File: src/rtl/instr_encoder_loader.sv
// instr_encoder_loader: encodes symbolic instructions into MIPS words and streams them into instruction memory
// Optional feature macro: ENC_SPECIAL2_EN (adds MUL/CLO/CLZ encodings)
module instr_encoder_loader #(
   parameter int ADDR_W    = 8,
   parameter int BASE_ADDR = 0
) (
   input  logic              Clk,
   input  logic              Reset,
   input  logic              InValid,
   output logic              InReady,
   input  logic [5:0]        InOp,
   input  logic [4:0]        InRs,
   input  logic [4:0]        InRt,
   input  logic [4:0]        InRd,
   input  logic [4:0]        InShamt,
   input  logic [15:0]       InImm,
   input  logic [25:0]       InTarget,
   input  logic              InLast,
   output logic              MemWrite,
   output logic [ADDR_W-1:0] MemAddr,
   output logic [31:0]       MemData,
   output logic              CpuReset,
   output logic              Done,
   output logic              Error
);
   typedef enum logic [1:0] {LOAD, DONE, ERR} state_t;
   state_t state, state_nx;
   logic [ADDR_W-1:0] addr, addr_nx;
   logic [31:0] enc;
   logic legal, take;
   assign InReady  = state == LOAD;
   assign CpuReset = state != DONE;
   assign Done     = state == DONE;
   assign Error    = state == ERR;
   assign take     = InValid & InReady;
   // translate the mnemonic code and fields into a 32-bit word; flag codes with no encoding
   always_comb begin
      enc   = 32'h0;
      legal = 1'b1;
      case (InOp)
         6'd0:  enc = 32'h0;
         6'd1:  enc = {6'd0, InRs, InRt, InRd, InShamt, 6'd32};
         6'd2:  enc = {6'd0, InRs, InRt, InRd, InShamt, 6'd33};
         6'd3:  enc = {6'd0, InRs, InRt, InRd, InShamt, 6'd34};
         6'd4:  enc = {6'd0, InRs, InRt, InRd, InShamt, 6'd35};
         6'd5:  enc = {6'd0, InRs, InRt, InRd, InShamt, 6'd36};
         6'd6:  enc = {6'd0, InRs, InRt, InRd, InShamt, 6'd37};
         6'd7:  enc = {6'd0, InRs, InRt, InRd, InShamt, 6'd38};
         6'd8:  enc = {6'd0, InRs, InRt, InRd, InShamt, 6'd39};
         6'd9:  enc = {6'd0, InRs, InRt, InRd, InShamt, 6'd42};
         6'd10: enc = {6'd0, InRs, InRt, InRd, InShamt, 6'd43};
         6'd11: enc = {6'd0, 5'd0, InRt, InRd, InShamt, 6'd0};
         6'd12: enc = {6'd0, InRs, InRt, InRd, 5'd0, 6'd4};
         6'd13: enc = {6'd0, 5'd1, InRt, InRd, InShamt, 6'd2};
         6'd14: enc = {6'd0, InRs, InRt, InRd, 5'd1, 6'd6};
         6'd15: enc = {6'd0, InRs, 15'd0, 6'd8};
         6'd16: enc = {6'd0, InRs, InRt, InRd, InShamt, 6'd10};
         6'd17: enc = {6'd8, InRs, InRt, InImm};
         6'd18: enc = {6'd9, InRs, InRt, InImm};
         6'd19: enc = {6'd12, InRs, InRt, InImm};
         6'd20: enc = {6'd13, InRs, InRt, InImm};
         6'd21: enc = {6'd14, InRs, InRt, InImm};
         6'd22: enc = {6'd10, InRs, InRt, InImm};
         6'd23: enc = {6'd4, InRs, InRt, InImm};
         6'd24: enc = {6'd5, InRs, InRt, InImm};
         6'd25: enc = {6'd1, InRs, 5'd0, InImm};
         6'd26: enc = {6'd1, InRs, 5'd1, InImm};
         6'd27: enc = {6'd7, InRs, 5'd0, InImm};
         6'd28: enc = {6'd35, InRs, InRt, InImm};
         6'd29: enc = {6'd43, InRs, InRt, InImm};
         6'd30: enc = {6'd2, InTarget};
         6'd31: enc = {6'd3, InTarget};
`ifdef ENC_SPECIAL2_EN
         6'd32: enc = {6'd28, InRs, InRt, InRd, 5'd0, 6'd2};
         6'd33: enc = {6'd28, InRs, InRd, InRd, 5'd0, 6'd33};
         6'd34: enc = {6'd28, InRs, InRd, InRd, 5'd0, 6'd32};
`endif
         default: legal = 1'b0;
      endcase
   end
   // advance the write pointer and decide when loading finishes or faults
   always_comb begin
      state_nx = state;
      addr_nx  = addr;
      if (take) begin
         if (!legal) state_nx = ERR;
         else if (InLast) state_nx = DONE;
         else if (addr == {ADDR_W{1'b1}}) state_nx = ERR;
         else addr_nx = addr + 1'b1;
      end
   end
   // state, pointer and registered memory write port; reset drops any pending write
   always_ff @(posedge Clk) begin
      if (Reset) begin
         state    <= LOAD;
         addr     <= ADDR_W'(BASE_ADDR);
         MemWrite <= 1'b0;
         MemAddr  <= '0;
         MemData  <= 32'h0;
      end else begin
         state    <= state_nx;
         addr     <= addr_nx;
         MemWrite <= take & legal;
         if (take & legal) begin
            MemAddr <= addr;
            MemData <= enc;
         end
      end
   end
endmodule
File: config.mk
export PLATFORM = sky130hd
export DESIGN_NAME = instr_encoder_loader
export DESIGN_NICKNAME = d
export VERILOG_FILES = /design/src/rtl/instr_encoder_loader.sv
export SDC_FILE = /design/constraint.sdc
export NUM_CORES = 1
export LEC_CHECK = 0
export ABC_AREA = 1
export ABC_CLOCK_PERIOD_IN_PS = 1600
export CAP_MARGIN = 20
export CORE_MARGIN = 2
export CORE_UTILIZATION = 43
export CTS_CLUSTER_DIAMETER = 40
export DETAILED_ROUTE_END_ITERATION = 16
export MAX_ROUTING_LAYER = met4
export PLACE_DENSITY = 0.88
export SYNTH_ARGS = -nofsm -noshare
export SYNTH_HDL_FRONTEND = slang
export SYNTH_SLANG_ARGS = --single-unit
File: constraint.sdc
create_clock -name Clk -period 1.6 [get_ports Clk]
set_input_delay 0.16 -clock Clk [delete_from_list [all_inputs] [get_ports Clk]]
set_output_delay 0.16 -clock Clk [all_outputs]
set_load 0.02 [all_outputs]
==> flow_summary.ini, run 1 <==
; generated from flow reports
[yosys]
edf_count = 0
simple_gate_area_share_pct = 42.15
fp_nets = 543
avgSynthCellArea_um2 = 5.968
async_reset_ff_share_pct = 0
ys_seq_share_pct = 35.68
mux_area_share_pct = 0
ys_warn_count = 0
syn_inst = 470
yosysTopAreaCell = dfxtp_1
synth_flops = 50
ys_top_logic_family = simple AND/OR/NAND/NOR gates

[clocking]
clock_latency_ns = 0.31
hold_buffers = 0
numCtsBuffers = 5
cts_root_buf = clkbuf_8

[sta]
finalSetupViolations = 0
finalHoldViolations = 0
skew_ns = 0.006718
fin_crit_ns = 1.480

[critical_path]
crit_slowest_cell = clkdlybuf4s50_1
crit_family = buffers and inverters
timing.rr.start = state[0]
crit_required_ns = 1.44
cp.buffers_inverters = 1
cp-start-kind = register

[cells_and_area]
fin_area_um2 = 4721
clk_share_pct = 2.094
buffers = 181
logic_area_um2 = 1679
top_register = MemData
sh_comb_area_pct = 35.57

[detailed_routing]
wire_per_inst_um = 13.79
drtIter0Drc = 127
postRouteAntennaNets = 0
first_pass_iters = 5
vias = 3625
via_per_inst = 5.049

[power_and_ir_drop]
power.leakage_nw = 2.191
clk-power_uw = 815
p_clk_share_pct = 27.8

[min_path]
hold_depth = 2
hold_path_end = MemData[22]
min_from = MemData[22]

[floorplanning]
tap_cells = 77
ios = 117
die_y_um = 84.77
core_area_um2 = 6314

[placement]
post-place-ws_ns = -0.4239
dpl.cell_count = 705

[grt]
overflow = 0
grt_pass1_vias = 3546

[status]
status = completed
run_1/clock_wires.png
The bar under the picture is 20 µm long.
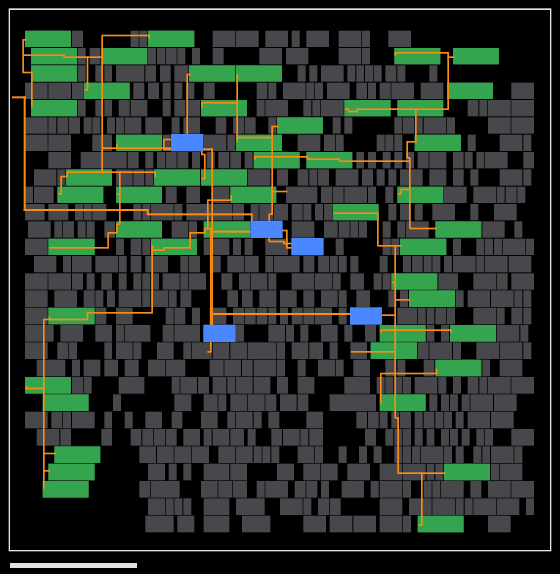
Key: orange = clock wires [length 626 µm]; blue = clock-net drivers [count 5]; green = flip-flops [count 50]
Position of the flops: spread over the die. There are 6 routed clock nets.

run_1/ff_map.png
The bar under the picture is 20 µm long.
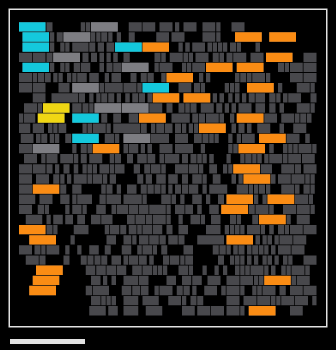
Key: cyan = MemAddr [sequential cells 8, where upper left]; orange = MemData [sequential cells 31, where spread over the die]; yellow = state [sequential cells 2]
Post-Route Utilization: 74.77%
FF/Latch Area: 1001 µm²
seq pwr: 1.31 mW
Seq area share: 21.20%

run_1/gates.png
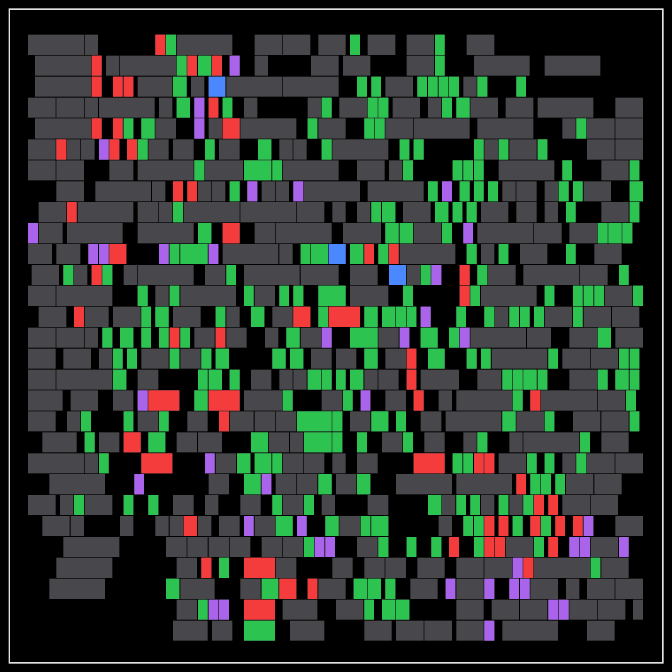
Key: blue = and/or cells [cells 3]; purple = inv cells [cells 41, where spread over the die]; green = nand cells [cells 226, where spread over the die]; red = nor cells [cells 60, where spread over the die]

==> run 2, diff against run 1 <==
- SKIP_LAST_GASP: unset -> 1
run_2/gates.png
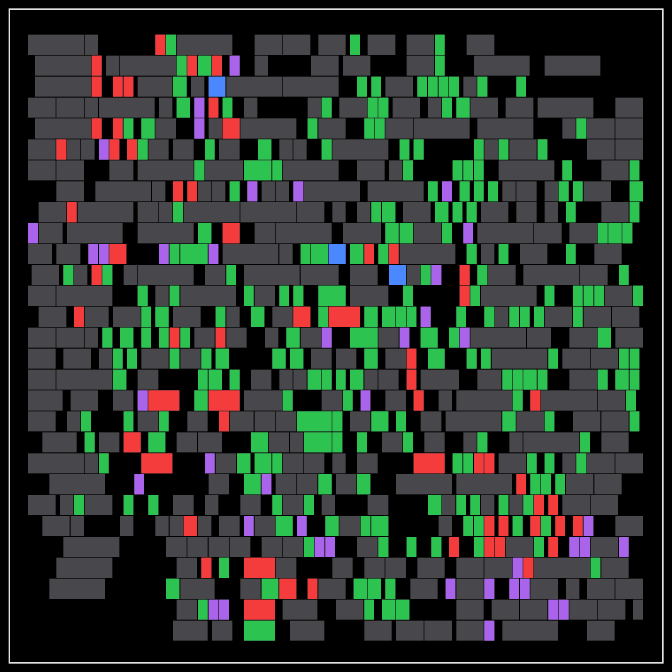
Key: green = nand cells [cells 226, where spread over the die]; purple = inv cells [cells 41, where spread over the die]; red = nor cells [cells 60, where spread over the die]; blue = and/or cells [cells 3]

==> run 2 against run 1 <==
  * Clock power is essentially flat
  * Die area is the same
  * Global-route usage is the same
  * Critical path depth unchanged
==> flow_summary.ini, run 2 <==
; generated from flow reports
[placement]
post-place-ws_ns = -0.4239
dpl.cell_count = 705

[cells_and_area]
top_register = MemData
clk_share_pct = 2.094
sh_comb_area_pct = 35.57
buffers = 181
seq_share_pct = 21.20
seq_area_um2 = 1001
logic_area_um2 = 1679
fin_area_um2 = 4721
utilization_pct = 74.77

[floorplanning]
ios = 117
tap_cells = 77
die_y_um = 84.77
core_area_um2 = 6314

[yosys]
synth_flops = 50
ys_cells = 470
simple_gate_area_share_pct = 42.15
syn_inst = 470
yosysTopAreaCell = dfxtp_1
async_reset_ff_share_pct = 0
ys_top_logic_family = simple AND/OR/NAND/NOR gates
edf_count = 0
mux_area_share_pct = 0
fp_nets = 543

[detailed_routing]
postRouteAntennaNets = 0
via_per_inst = 5.049
wire_per_inst_um = 13.79
drtIter0Drc = 127
drc = 0
first_pass_iters = 5

[clocking]
hold_buffers = 0
numCtsBuffers = 5
cts_root_buf = clkbuf_8

[power_and_ir_drop]
clk-power_uw = 815
power.leakage_nw = 2.191
powerSeq_mw = 1.31

[min_path]
min_from = MemData[22]
hold_depth = 2
hold_path_end = MemData[22]

[sta]
finalHoldViolations = 0
skew_ns = 0.006718
finalSetupViolations = 0

[grt]
overflow = 0
grt_pass1_vias = 3546

[critical_path]
crit_required_ns = 1.44
timing.rr.start = state[0]
crit_family = buffers and inverters
cp.buffers_inverters = 1
crit_slowest_cell = clkdlybuf4s50_1

[status]
status = completed
run_2/ff_map.png
The bar under the picture is 20 µm long.
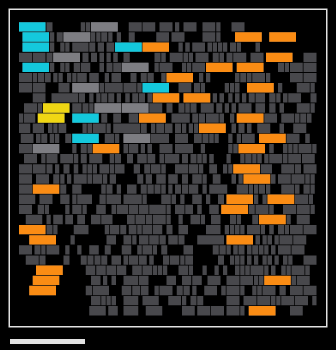
Key: cyan = MemAddr [sequential cells 8, where upper left]; yellow = state [sequential cells 2]; orange = MemData [sequential cells 31, where spread over the die]

run_2/clock_wires.png
The bar under the picture is 20 µm long.
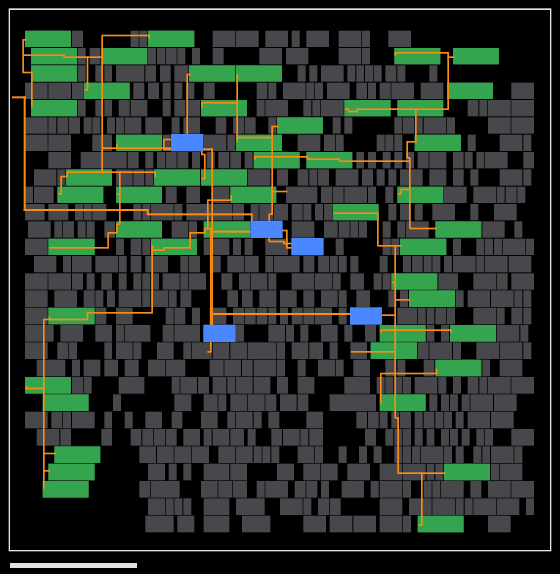

==> run 3, diff against run 2 <==
- CORE_ASPECT_RATIO: unset -> 0.75
run_3/clock_wires.png
The bar under the picture is 20 µm long.
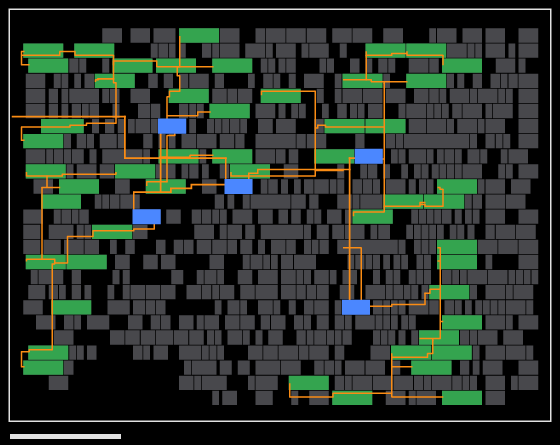
Key: blue = clock-net drivers [count 5]; green = flip-flops [count 50]; orange = clock wires [length 619 µm]
There are 6 routed clock nets.
clock skew: 0.01084 ns
worst skew pair latency: 0.31 ns

run_3/gates.png
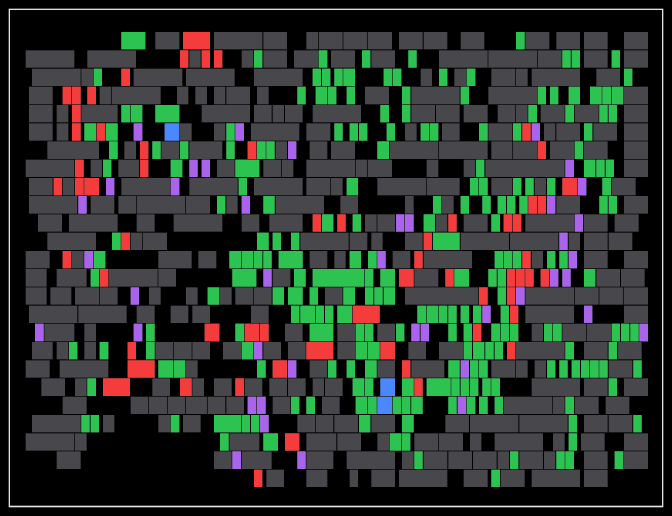
Key: red = nor cells [cells 61]; green = nand cells [cells 226, where spread over the die]; purple = inv cells [cells 41]; blue = and/or cells [cells 3]

==> run 3 against run 2 <==
  * Global-route usage grew 0.30 points
  * Setup slack lost 0.029 ns
  * Register-to-register slack lost 0.07 ns
  * First-iteration DRC count grew 53%
  * Clock-buffer cell count is the same
  * Hold slack lost 0.063 ns
  * Sequential power is essentially flat
  * Wire length grew 4.5%
  * Synthesized area is the same
  * Combinational power grew 1%
  * Synthesized cell count is the same
  * Largest power group unchanged
==> flow_summary.ini, run 3 <==
; generated from flow reports
[cells_and_area]
buffers = 175
top_register = MemData
clk_share_pct = 2.326
logic_area_um2 = 1692
sh_comb_area_pct = 35.74
lay_top_cells = nand2_1, clkdlybuf4s50_1, buf_4
fin_area_um2 = 4733
seq_share_pct = 21.17
logic_gate_count = 362
synthToLayoutAreaGrowth_pct = 68.73
utilization_pct = 74.91
largest_reg_flops = 31
reg_top3 = MemData x31, MemAddr x8, addr x8
seq_area_um2 = 1002
layout_top_cell = nand2_1
fillCellCount = 498

[yosys]
yosysTopAreaCellShare_pct = 35.68
simple_gate_area_share_pct = 42.15
mux_area_share_pct = 0
edf_count = 0
ys_cells = 470
async_reset_ff_share_pct = 0
synthAdderAreaFrac_pct = 0.4460
ys_top_logic_family = simple AND/OR/NAND/NOR gates
syn_inst = 470
fp_nets = 543
synth_flops = 50
ys_chip_area_um2 = 2805
common_cells = nand2_1, nor2_1, dfxtp_1
yosysTopAreaCell = dfxtp_1
synth.distinct_cells = 26

[sta]
fin_crit_ns = 1.509
finalHoldViolations = 0
finalSetupViolations = 0
fin_setup_tns_ns = 0
slew_violations = 0

[detailed_routing]
drc = 0
drt_wl_total_mm = 10.34
wl_met3_um = 793
via_per_inst = 5.068
drtIter0Drc = 194
first_pass_iters = 7
wire_per_inst_um = 14.43
postRouteAntennaNets = 0

[min_path]
hold_path_end = MemData[31]
min_from = InOp[1]
hold_depth = 5

[clocking]
cts_max_level = 2
cts_root_buf = clkbuf_8
numCtsBuffers = 5
path_clk_slew_ns = 0.10
cts_tree = done
post-cts-setup-buffer-count = 0
hold_buffers = 0

[floorplanning]
rows = 25
die_y_um = 73.95
fp_util_pct = 44.40
tap_cells = 81
dieArea_um2 = 7193
core_area_um2 = 6319
ios = 117

[grt]
grt_pass1_vias = 3469
overflow = 0

[placement]
post-place-ws_ns = -0.4268
dpl.cell_count = 707
placed_area_um2 = 4454

[power_and_ir_drop]
clk-power_uw = 911
power.leakage_nw = 2.161
pg_comb_uw = 818
powerSeq_mw = 1.31
intPower_mw = 2.164

[status]
status = completed

[critical_path]
timing.rr.start = addr[0]
critPathKind = register to register
crit_slowest_cell = dfxtp_1
arrival_ns = 1.76
worst_path_most_repeated_cell = nand3_2
cp.buffers_inverters = 1
cp.depth = 9
crit_family = simple AND/OR/NAND/NOR gates
crit_required_ns = 1.85
Power is estimated from default activity; no workload was simulated.
